===== src/rtl/demux1t8_32_seq.sv =====
// Registered 1-to-8 word distributor.
// Each accepted write latches din into one of eight held output channels. The
// channel comes from s in addressed mode (mode=0) or from an internal
// round-robin pointer in sequential mode (mode=1), which fills channels 0..7 as
// a frame.
//
// Ports:
//   clk        rising-edge clock
//   rst        synchronous active-high reset (highest priority)
//   mode       0 = addressed (s), 1 = sequential (wr_ptr)
//   we         write strobe, accepted when we && ready && !clr
//   s          channel select in addressed mode
//   din        write data
//   clr        synchronous clear of all channels; FSM and pointer untouched
//   rearm      releases HOLD (AUTO_REARM=0 only)
//   ready      1 when a write can be accepted
//   o0..o7     held channel values
//   upd        one-hot pulse for the channel written on the previous edge
//   wr_ptr     sequential pointer
//   frame_done pulse after channel 7 is written in sequential mode
module demux1t8_32_seq #(
    parameter int unsigned      WIDTH      = 32,
    parameter logic [WIDTH-1:0] RST_VAL    = '0,
    parameter bit               AUTO_REARM = 1'b1
) (
    input  logic             clk,
    input  logic             rst,
    input  logic             mode,
    input  logic             we,
    input  logic [2:0]       s,
    input  logic [WIDTH-1:0] din,
    input  logic             clr,
    input  logic             rearm,
    output logic             ready,
    output logic [WIDTH-1:0] o0,
    output logic [WIDTH-1:0] o1,
    output logic [WIDTH-1:0] o2,
    output logic [WIDTH-1:0] o3,
    output logic [WIDTH-1:0] o4,
    output logic [WIDTH-1:0] o5,
    output logic [WIDTH-1:0] o6,
    output logic [WIDTH-1:0] o7,
    output logic [7:0]       upd,
    output logic [2:0]       wr_ptr,
    output logic             frame_done
);

    typedef enum logic {StRun, StHold} state_e;

    state_e           state_q, state_d;
    logic             mode_q;
    logic [2:0]       ptr_q, ptr_d;
    logic [7:0]       upd_q, upd_d;
    logic             fd_q, fd_d;
    logic [WIDTH-1:0] ch_q [8];
    logic [WIDTH-1:0] ch_d [8];

    logic             mode_chg;
    logic [2:0]       ptr_base;
    state_e           state_base;
    logic             accept;
    logic [2:0]       target;

    always_comb begin
        // A mode change restarts the frame before this edge's write is routed.
        mode_chg   = (mode != mode_q);
        ptr_base   = mode_chg ? 3'd0 : ptr_q;
        state_base = mode_chg ? StRun : state_q;
        accept     = we && (state_q == StRun) && !clr;
        target     = mode ? ptr_base : s;

        ch_d    = ch_q;
        ptr_d   = ptr_base;
        state_d = state_base;
        upd_d   = 8'd0;
        fd_d    = 1'b0;

        // Writes in HOLD are never accepted, so rearm only needs to flip state.
        if (state_base == StHold && rearm) begin
            state_d = StRun;
        end

        if (clr) begin
            for (int i = 0; i < 8; i++) begin
                ch_d[i] = RST_VAL;
            end
        end else if (accept) begin
            ch_d[target]  = din;
            upd_d[target] = 1'b1;
            if (mode) begin
                ptr_d = ptr_base + 3'd1;
                if (ptr_base == 3'd7) begin
                    fd_d = 1'b1;
                    if (!AUTO_REARM) begin
                        state_d = StHold;
                    end
                end
            end
        end
    end

    always_ff @(posedge clk) begin
        if (rst) begin
            state_q <= StRun;
            mode_q  <= 1'b0;
            ptr_q   <= 3'd0;
            upd_q   <= 8'd0;
            fd_q    <= 1'b0;
            for (int i = 0; i < 8; i++) begin
                ch_q[i] <= RST_VAL;
            end
        end else begin
            state_q <= state_d;
            mode_q  <= mode;
            ptr_q   <= ptr_d;
            upd_q   <= upd_d;
            fd_q    <= fd_d;
            for (int i = 0; i < 8; i++) begin
                ch_q[i] <= ch_d[i];
            end
        end
    end

    assign ready      = (state_q == StRun);
    assign upd        = upd_q;
    assign wr_ptr     = ptr_q;
    assign frame_done = fd_q;
    assign o0         = ch_q[0];
    assign o1         = ch_q[1];
    assign o2         = ch_q[2];
    assign o3         = ch_q[3];
    assign o4         = ch_q[4];
    assign o5         = ch_q[5];
    assign o6         = ch_q[6];
    assign o7         = ch_q[7];

endmodule


===== config.mk =====
export PLATFORM = sky130hd
export DESIGN_NAME = demux1t8_32_seq
export DESIGN_NICKNAME = d
export VERILOG_FILES = /design/src/rtl/demux1t8_32_seq.sv
export SDC_FILE = /design/constraint.sdc
export NUM_CORES = 1
export LEC_CHECK = 0
export CAP_MARGIN = 10
export CORE_UTILIZATION = 45
export CTS_CLUSTER_DIAMETER = 80
export DETAILED_ROUTE_END_ITERATION = 8
export GPL_ROUTABILITY_DRIVEN = 1
export GPL_TIMING_DRIVEN = 0
export PLACE_DENSITY = 0.91
export SLEW_MARGIN = 30
export SYNTH_ARGS = -nofsm -noshare
export SYNTH_HDL_FRONTEND = slang
export SYNTH_SLANG_ARGS = --single-unit

===== constraint.sdc =====
create_clock -name clk -period 2.3 [get_ports clk]
set_clock_uncertainty 0.2 [all_clocks]
set_input_delay 0.46 -clock clk [delete_from_list [all_inputs] [get_ports clk]]
set_output_delay 0.46 -clock clk [all_outputs]
set_load 0.03 [all_outputs]

==> reports/summary.txt <==
status -> completed
Die X -> 144 µm
DR vias/cell -> 5.63
ANT cells -> 0
required time worst endpoint -> 2.48 ns
worst vdd ir -> 0.545 mV
first-pass GRT wire length -> 47.6 mm
cells in synth_stat.txt -> 953
DIE HEIGHT -> 144 µm
tool warnings -> 26
vias in the first global route -> 8489
Startpoint Class -> input pin
Worst-Margin Slew -> 0.699 ns
WS Path Type -> input pin to flip-flop
area fraction in xor and xnor cells -> 0.193%
Synth Cell Area -> 9090 µm²
layout cell share with drive strength beyond 1 -> 8.99%
CTS clk-pin slew, worst paths -> 0.06 ns
placed inst area -> 12500 µm²
Final Max Slew Viols -> 0
Ys Warns -> 0
CP bufs+invs -> 3
FILL cells -> 1448
Top logic family -> simple AND/OR/NAND/NOR gates
Mux area share -> 7.17%
fmax -> 440 MHz
layout overhead on the synthesized area -> 49.8%
P_sw -> 2150 µW
Synth Seq Share -> 59.5%
critical path arrival -> 2.46 ns
CP top delay family -> simple AND/OR/NAND/NOR gates
Iteration-0 DRC Markers -> 484
fp util -> 46.3%
Sequential Power Share -> 48.1%
Comb pwr share -> 5.0%
DIE AREA -> 20800 µm²
Residual DRC -> 0
Complex Gates by Area -> 12.0%
most area-hungry cell type in the Yosys netlist -> dfxtp_1
Core ar. -> 19700 µm²
Internal -> 7640 µW
Max-Cap Viols -> 0
R2R depth -> 6
CP endpoint kind -> flip-flop
Hold Startpoint -> mode
# H-tree levels -> 1
synth unique cells -> 32
Reg2Reg Capture Point -> o1[1]
Synth flops -> 270
TritonCTS clock tree -> yes
CP max-delay cell -> or4_1
crit-path max cell delay -> 0.52 ns
Final Util -> 69.3%
Layout Nets -> 1333
FF-to-FF setup slack -> 0.10 ns
Top Layout Cells -> clkdlybuf4s50_1, dfxtp_1, nand3_1
via count -> 8886
cells by family (layout without fill, tap and decap cells):
family                    after synthesis  in the layout
AOI/OAI and AO/OA                     204            204
xor gates and xnor gates                2              2
buffers and inverters                  82            441
DFF                                   270            270
muxes                                  65             65
and+or+nand+nor                       330            330
worst reg2reg max path, cell delays in order (launching register included):
cell and delay [ns]:
dfxtp_1 0.32, buf_6 0.13, nand3_1 0.35, a211oi_4 0.40, buf_12 0.16, buf_4 0.24, mux2i_1 0.29
metal layers:
layer	wire, µm	vias up	global-route usage (%)
met1	12600	4301	35.0
li1	-	4013	-
met2	16100	474	53.5
met5	0	-	0
met4	1350	0	14.0
met3	2900	98	7.91
power by group through the flow:
| stage | sequential [µW] | combinational, µW | clock, µW |
|---|---|---|---|
| 2_1_floorplan | 4860 | 193 | 0 |
| 3_3_place_gp | 4810 | 459 | 0 |
| 3_5_place_dp | 4810 | 466 | 0 |
| 4_1_cts | 4710 | 480 | 4600 |
| 5_1_grt | 4710 | 519 | 4800 |
| 6_report | 4710 | 494 | 4580 |
area by class of cell:
class                   instances  area, µm²  area share (%)
flip-flops and latches        270       5410            39.7
inverters                       1       3.75          0.0276
clock inverters                 9        123           0.901
well taps                     265        332            2.44
repair buffers                310       3110            22.9
multi-input cells             601       3410            25.0
plain buffers                  81        418            3.07
clock buffers                  40        815            5.98
through the flow:
step	setup TNS [ns]	power, µW	instances	setup slack, ns	hold slack, ns
finish	0	9790	1577	0.0253	0.209
global route	-0.0118	10000	1577	-0.00779	0.220
CTS	0	9790	1577	0.00524	0.228
detailed placement	-226.94	5280	1526	-1.08	0.252
global placement	-214.55	5270	1526	-1.04	0.242
floorplan	0	5050	953	0.198	0.329
synthesized netlist by cell type:
library cell / number
nor3_1: 1
o21ai_0: 148
and4b_1: 2
a211oi_2: 1
mux2_2: 1
nand2_1: 101
nand3_1: 196
clkbuf_1: 54
mux2i_1: 64
nor4b_1: 1
nor3b_2: 1
nor3b_1: 2
and3b_1: 1
nor2_1: 15
and4_1: 1
nor2b_1: 2
buf_6: 4
o221ai_2: 3
or3b_4: 1
buf_1: 6
dfxtp_1: 270
xnor2_1: 2
or4_1: 1
nand2b_1: 1
o21ai_1: 47
nor3_2: 1
o2111ai_2: 3
inv_1: 1
buf_4: 3
and3_1: 3
buf_2: 14
a21oi_1: 2
how the worst max path moves through the flow:
stage,startpoint,endpoint,slack (ns),cells past startpoint
6_report,we,o0[20],0.03,6
5_1_grt,s[0],o3[7],-0.008,6
4_1_cts,rst,o6[18],0.005,7
3_5_place_dp,rst,o6[27],-1.08,7
3_3_place_gp,rst,o3[16],-1.04,7
2_1_floorplan,mode,o0[31],0.20,7
state kept, by name (all words and copies together) (netlist names):
signal / flops
frame_done: 1
mode_q: 1
o0: 32
o1: 32
o2: 32
o3: 32
o4: 32
o5: 32
o6: 32
o7: 32
state_q: 1
upd: 8
wr_ptr: 3
timing repair:
action	4_1_cts	5_1_grt
setup buffers	2	0
gates resized	26	52
setup endpoints to repair	250	207
pin swaps	1	0
hold endpoints to repair	0	0
hold buffers	0	0
clock_map.png
The bar under the picture is 50 µm long.
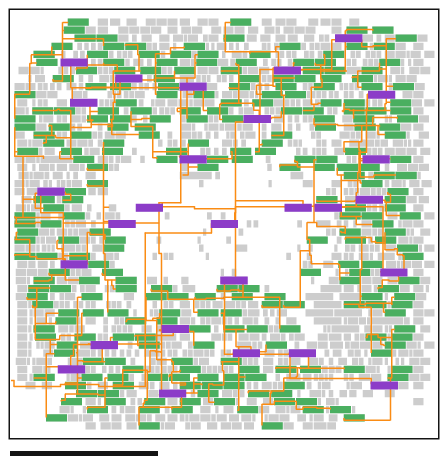
Key: orange = clock wires [length 2980 µm]; green = flip-flops [count 270]; purple = cells driving clock nets [count 27]
There are 28 routed clock nets.
Clock power frac: 46.8%
P_clk: 4580 µW
Late-Pin Clk Latency: 0.52 ns

final_clocks.png
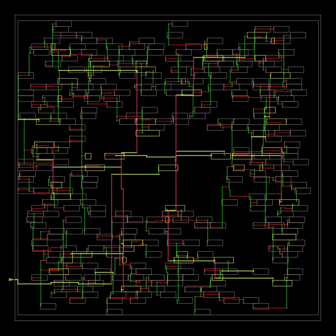
FF+latch count: 270
CLK BUF: 40
Clock Sinks: 270
cts bufs inserted: 27

cell_classes.png
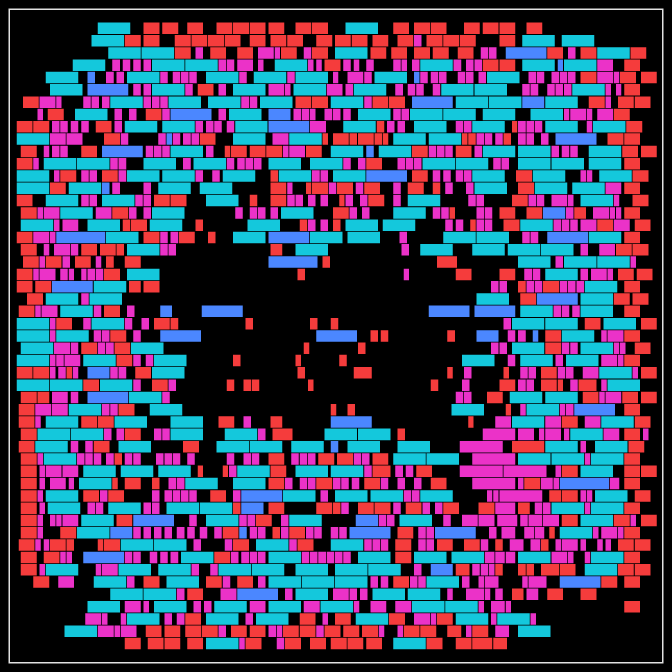
Key: blue = clock drivers and dummy loads [cells 49]; magenta = all other logic [cells 602]; cyan = flip-flops [cells 270]; red = other buffers and delay cells [cells 391]

gate_families.png
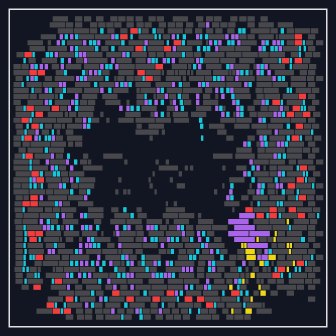
Key: purple = inverting AOI/OAI gates [cells 204, where all over the die]; yellow = NOR gates [cells 23, where bottom right]; cyan = NAND gates [cells 298, where all over the die]; red = multiplexers [cells 65, where all over the die]
Comb/total area: 25.0%
Top cell excl fill/tap: clkdlybuf4s50_1
Finished Layout Cells: 1577

port_nets.png
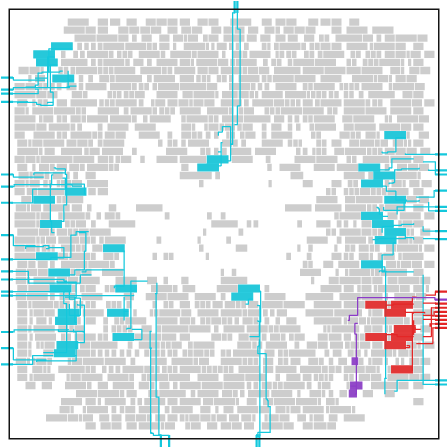
Key: cyan = `o6` [bits 32, direction output, edge 16 left, 10 right, 4 bottom, 2 top, end cells 32, wire 1370 µm]; red = `upd` [bits 8, direction output, edge right, end cells 8, wire 113 µm]; purple = `we` [bits 1, direction input, edge right, end cells 3, wire 66.4 µm]
IO Pins: 310
PortBufs: 308

No activity file was given, so power comes from the tool's default toggle rates.
